--- src/rtl/hazard_pkg.sv ---
// hazard_pkg: shared types and constants for the hazard controller.
//   md_state_t  MUL/DIV sequencer state
//   *_DEF       default latencies and busy-counter width
//   REG_ZERO    the hardwired-zero register, never a hazard source
package hazard_pkg;
  typedef enum logic {MD_IDLE, MD_BUSY} md_state_t;
  localparam int MUL_LAT_DEF = 4;
  localparam int DIV_LAT_DEF = 32;
  localparam int CNT_W_DEF = 6;
  localparam logic [4:0] REG_ZERO = 5'd0;
endpackage

--- src/rtl/md_busy_timer.sv ---
// md_busy_timer: tracks the background MUL/DIV unit with a busy down-counter.
//   clk, rst_n  clock, async active-low reset (abandons any op in flight)
//   start       EX accepts a mul/div this cycle
//   is_div      qualifies start: 1=div, 0=mul
//   busy        unit computing
//   done        one-cycle pulse in the last busy cycle; HI/LO valid next cycle
module md_busy_timer
  import hazard_pkg::*;
#(
  parameter int MUL_LAT = MUL_LAT_DEF,
  parameter int DIV_LAT = DIV_LAT_DEF,
  parameter int CNT_W = CNT_W_DEF
) (
  input  logic clk,
  input  logic rst_n,
  input  logic start,
  input  logic is_div,
  output logic busy,
  output logic done
);
  localparam logic [CNT_W-1:0] MUL_LOAD = CNT_W'(MUL_LAT - 1);
  localparam logic [CNT_W-1:0] DIV_LOAD = CNT_W'(DIV_LAT - 1);
  md_state_t state, state_n;
  logic [CNT_W-1:0] cnt, cnt_n;
  always_ff @(posedge clk or negedge rst_n)
    if (!rst_n) begin
      state <= MD_IDLE;
      cnt <= '0;
    end else begin
      state <= state_n;
      cnt <= cnt_n;
    end
  // A new start always wins: it reloads even mid-op or in the done cycle.
  always_comb begin
    state_n = state;
    cnt_n = cnt;
    if (start) begin
      state_n = MD_BUSY;
      cnt_n = is_div ? DIV_LOAD : MUL_LOAD;
    end else if (state == MD_BUSY) begin
      state_n = cnt == '0 ? MD_IDLE : MD_BUSY;
      cnt_n = cnt == '0 ? cnt : cnt - 1'b1;
    end
  end
  assign busy = state == MD_BUSY;
  assign done = busy && cnt == '0;
endmodule

--- src/rtl/hazard_ctrl.sv ---
// hazard_ctrl: stall/flush control for the 5-stage MIPS pipeline.
//   Inputs : ID_Rs/ID_Rt/ID_UsesRt/ID_Branch/ID_BranchTaken/ID_MDOp describe ID;
//            ID_EX_Rt/ID_EX_WriteReg/ID_EX_RegWrite/ID_EX_MemRead describe EX;
//            EX_MDStart/EX_MDIsDiv launch a background mul/div.
//   Outputs: Stall_IF, Stall_ID, Flush_ID, Flush_EX (combinational, same cycle),
//            MD_Busy, MD_Done (MUL/DIV unit status).
//   Build option HAZARD_MDU_EN: include the MUL/DIV busy timer and its hazard;
//   without it MD_Busy=MD_Done=0 and the MD inputs are ignored.
module hazard_ctrl
  import hazard_pkg::*;
#(
  parameter int MUL_LAT = MUL_LAT_DEF,
  parameter int DIV_LAT = DIV_LAT_DEF,
  parameter int CNT_W = CNT_W_DEF
) (
  input  logic       clk,
  input  logic       rst_n,
  input  logic [4:0] ID_Rs,
  input  logic [4:0] ID_Rt,
  input  logic       ID_UsesRt,
  input  logic       ID_Branch,
  input  logic       ID_BranchTaken,
  input  logic       ID_MDOp,
  input  logic [4:0] ID_EX_Rt,
  input  logic [4:0] ID_EX_WriteReg,
  input  logic       ID_EX_RegWrite,
  input  logic       ID_EX_MemRead,
  input  logic       EX_MDStart,
  input  logic       EX_MDIsDiv,
  output logic       Stall_IF,
  output logic       Stall_ID,
  output logic       Flush_ID,
  output logic       Flush_EX,
  output logic       MD_Busy,
  output logic       MD_Done
);
  logic load_use, br_haz, md_haz, stall;
  assign load_use = ID_EX_MemRead && ID_EX_Rt != REG_ZERO &&
                    (ID_EX_Rt == ID_Rs || (ID_UsesRt && ID_EX_Rt == ID_Rt));
  assign br_haz = ID_Branch && ID_EX_RegWrite && ID_EX_WriteReg != REG_ZERO &&
                  (ID_EX_WriteReg == ID_Rs || ID_EX_WriteReg == ID_Rt);
`ifdef HAZARD_MDU_EN
  md_busy_timer #(.MUL_LAT(MUL_LAT), .DIV_LAT(DIV_LAT), .CNT_W(CNT_W)) u_md (
    .clk(clk), .rst_n(rst_n), .start(EX_MDStart), .is_div(EX_MDIsDiv),
    .busy(MD_Busy), .done(MD_Done)
  );
  // The done cycle releases the interlock so mfhi/mflo issues right away.
  assign md_haz = ID_MDOp && MD_Busy && !MD_Done;
`else
  logic unused_md;
  assign unused_md = ^{clk, ID_MDOp, EX_MDStart, EX_MDIsDiv, MUL_LAT[0], DIV_LAT[0], CNT_W[0]};
  assign md_haz = 1'b0;
  assign MD_Busy = 1'b0;
  assign MD_Done = 1'b0;
`endif
  // Outputs are forced low while reset is held.
  assign stall = rst_n && (load_use || br_haz || md_haz);
  assign Stall_IF = stall;
  assign Stall_ID = stall;
  assign Flush_EX = stall;
  assign Flush_ID = rst_n && !stall && ID_BranchTaken;
endmodule

--- config.mk ---
export PLATFORM = sky130hd
export DESIGN_NAME = hazard_ctrl
export DESIGN_NICKNAME = d
export VERILOG_FILES = /design/src/rtl/hazard_pkg.sv /design/src/rtl/md_busy_timer.sv /design/src/rtl/hazard_ctrl.sv
export SDC_FILE = /design/constraint.sdc
export NUM_CORES = 1
export LEC_CHECK = 0
export ABC_AREA = 1
export CAP_MARGIN = 20
export CORE_AREA = 2 2 39 41
export DETAILED_ROUTE_END_ITERATION = 10
export DIE_AREA = 0 0 41 43
export GPL_TIMING_DRIVEN = 0
export PLACE_DENSITY = 0.92
export SYNTH_ARGS = -nofsm -noshare
export SYNTH_HDL_FRONTEND = slang
export SYNTH_SLANG_ARGS = --single-unit
--- constraint.sdc ---
create_clock -name vclk -period 2.65
set_input_delay 0.53 -clock vclk [all_inputs]
set_output_delay 0.53 -clock vclk [all_outputs]
set_load 0.01 [all_outputs]
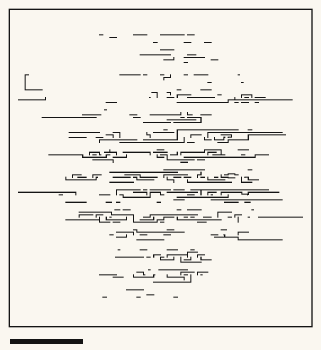
*Signal wires on met1*
Bar = 10 um.
wire length on this layer = 536 um
longest straight run = 10.6 um
nets with wire on the layer = 142
main direction = horizontal
share of all routed wire = 43%
routed wire length: 1250 um
Global Route met1 Usage: 17.1%

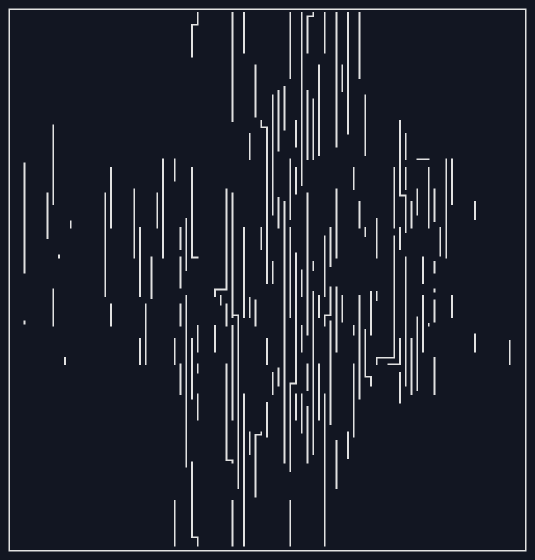
*Metal 2*
main direction = vertical
wire length on this layer = 642 um
longest straight run = 20.7 um
share of all routed wire = 51%
overall via count from detail_route: 652
GR Util met2: 29.4%

==> qor.log <==
INFO  final_timing   hold_viol=0
INFO  yosys          synth.area.top_cells=nand2_1 (40%), inv_1 (17%), nor2_1 (11%)
INFO  placed_design  detailedPlacementHpwl=1100um
INFO  worst_hold_path hold_path_end=Flush_EX
INFO  final_timing   fin_crit_sh=94.7%
INFO  cells_and_area ff_latch_area=0squm
INFO  worst_hold_path hp-class=in -> out
INFO  cells_and_area antenna_cells_inserted=0
INFO  cells_and_area final_cells=153
INFO  placed_design  place_inst=153
INFO  cells_and_area area.growth.synth_to_final=72.0%
INFO  setup_path     critical_path.cell_chain=clkdlybuf4s50_1 > inv_1 > nand2_1 > nand2_1 > nor2_1 > nand3_1 > nand2_1 > nand2_2 > a21oi_2 > clkdlybuf4s15_1
INFO  yosys          ys_types=14
INFO  cells_and_area layout.sequential_cells=0
INFO  setup_path     critical_path_buf_inv_count=3
INFO  global_routing first_global_vias=541
INFO  floorplanning  top_level_ports=36
INFO  yosys          synth_cells=106
INFO  global_routing use_met3=0%
INFO  outcome        status=finished clean
INFO  final_timing   finalSetupViolCount=0
INFO  floorplanning  die_x=41um
INFO  cells_and_area drive_gt1_share=8.76%
INFO  detailed_routing drtAntennaViolNets=0
INFO  final_timing   setup_slack=0.140ns
INFO  floorplanning  core_area=1380squm
INFO  flow_run       tool_warnings=37
INFO  floorplanning  fp.dieH=43um
INFO  setup_path     crit_cells=10
INFO  final_timing   setup_total_negative_slack=0ns
INFO  power_and_ir_drop p_per_area=135nW/um^2
INFO  setup_path     worst_path_most_repeated_cell=nand2_1
INFO  detailed_routing route.detailed.wl_per_inst=8.20um
INFO  final_timing   period_needed=2.51ns
INFO  yosys          post_synth_instance_area=455squm
INFO  floorplanning  die-area=1760squm
INFO  detailed_routing vias_per_cell=4.26
INFO  yosys          post_synth_seq_share=0%
INFO  global_routing grt_overflow_total=0
INFO  global_routing grt_first_pass_wirelength=1950um
INFO  setup_path     setup.worst_path.start_class=input pin
INFO  setup_path     worstSetupPathType=in -> out
INFO  flow_run       max-cap-violations=0
INFO  cells_and_area n_clock_buffer=0
INFO  setup_path     crit_family=buffers and inverters
INFO  yosys          yosys_warnings=0
INFO  setup_path     critical-path-slowest-cell=clkdlybuf4s50_1
INFO  setup_path     worst_setup_path_end_kind=primary output
INFO  detailed_routing firstDrtPassIters=4
INFO  setup_path     worst_setup_path_startpoint=ID_Rt[4]
INFO  yosys          yosys-stat-cells=106
INFO  final_timing   setup_repair_after_global_routing_missed_its_margin=no
INFO  yosys          yosysChipArea=455squm
INFO  power_and_ir_drop vdd_drop_max=0.0640mV
INFO  yosys          synth_area_per_cell=4.30squm
INFO  worst_hold_path min_path_cells=7
INFO  global_routing grt_start_max_net_pins=5
INFO  final_timing   fmax=0.398GHz
==> layer usage <==
metal  part of all wire (%)  wire length [um]
met4                      0                 0
met5                      0                 0
met1                     43               536
met2                     51               642
met3                    6.1                76
==> repair_timing <==
action,CTS,global route
buffers inserted,0,0
hold buffers,0,0
gates resized,4,11
pin swaps,1,1
setup endpoints to repair,4,3
==> power breakdown <==
group | internal, W | switching (W)
sequential | 0 | 0
combinational | 0.0000577 | 0.0000480
clock | 0 | 0
total | 0.0000577 | 0.0000480
==> stage by stage <==
| step | power [W] | area, sq um |
|---|---|---|
| after floorplan | 0.0000480 | 459 |
| after global placement | 0.000104 | 779 |
| after detailed placement | 0.000107 | 779 |
| after CTS | 0.000106 | 774 |
| after global routing | 0.000117 | 783 |
| final | 0.000106 | 783 |
==> placed cells by master, fill, tap and decap left out <==
master,instances
xnor2_1,3
inv_2,2
dlygate4sd2_1,1
nand4_1,1
nor2_2,1
inv_1,21
nand3_1,6
nor2_1,12
xor2_1,1
clkdlybuf4s50_1,21
clkbuf_2,2
buf_4,4
a21oi_2,1
dlymetal6s2s_1,5
nand2_1,49
nand2_2,2
nor3_1,1
conb_1,2
o21ai_0,1
clkdlybuf4s15_1,1
==> Yosys cell counts <==
cell,number
conb_1,1
nor2_1,13
a21oi_2,1
buf_4,4
nand2_1,49
xor2_1,1
inv_2,2
nand3_1,6
xnor2_1,3
nand2_2,2
inv_1,21
nand4_1,1
o21ai_0,1
nor3_1,1
==> area by class of cell <==
class	count	area, sq um
Fill cell	148	601
Timing Repair Buffer	30	302
Inverter	23	86.3
Multi-Input combinational cell	80	345
Tap cell	16	20.0
Buffer	4	30.0
==> kinds of logic after synthesis <==
family	count (synthesis)	share of synthesized area, %
simple gates	72	62.9
compound gates	2	3.02
other cells	1	0.823
buf+inv	27	25.6
xor+xnor	4	7.69
Power is estimated from default activity; no workload was simulated.
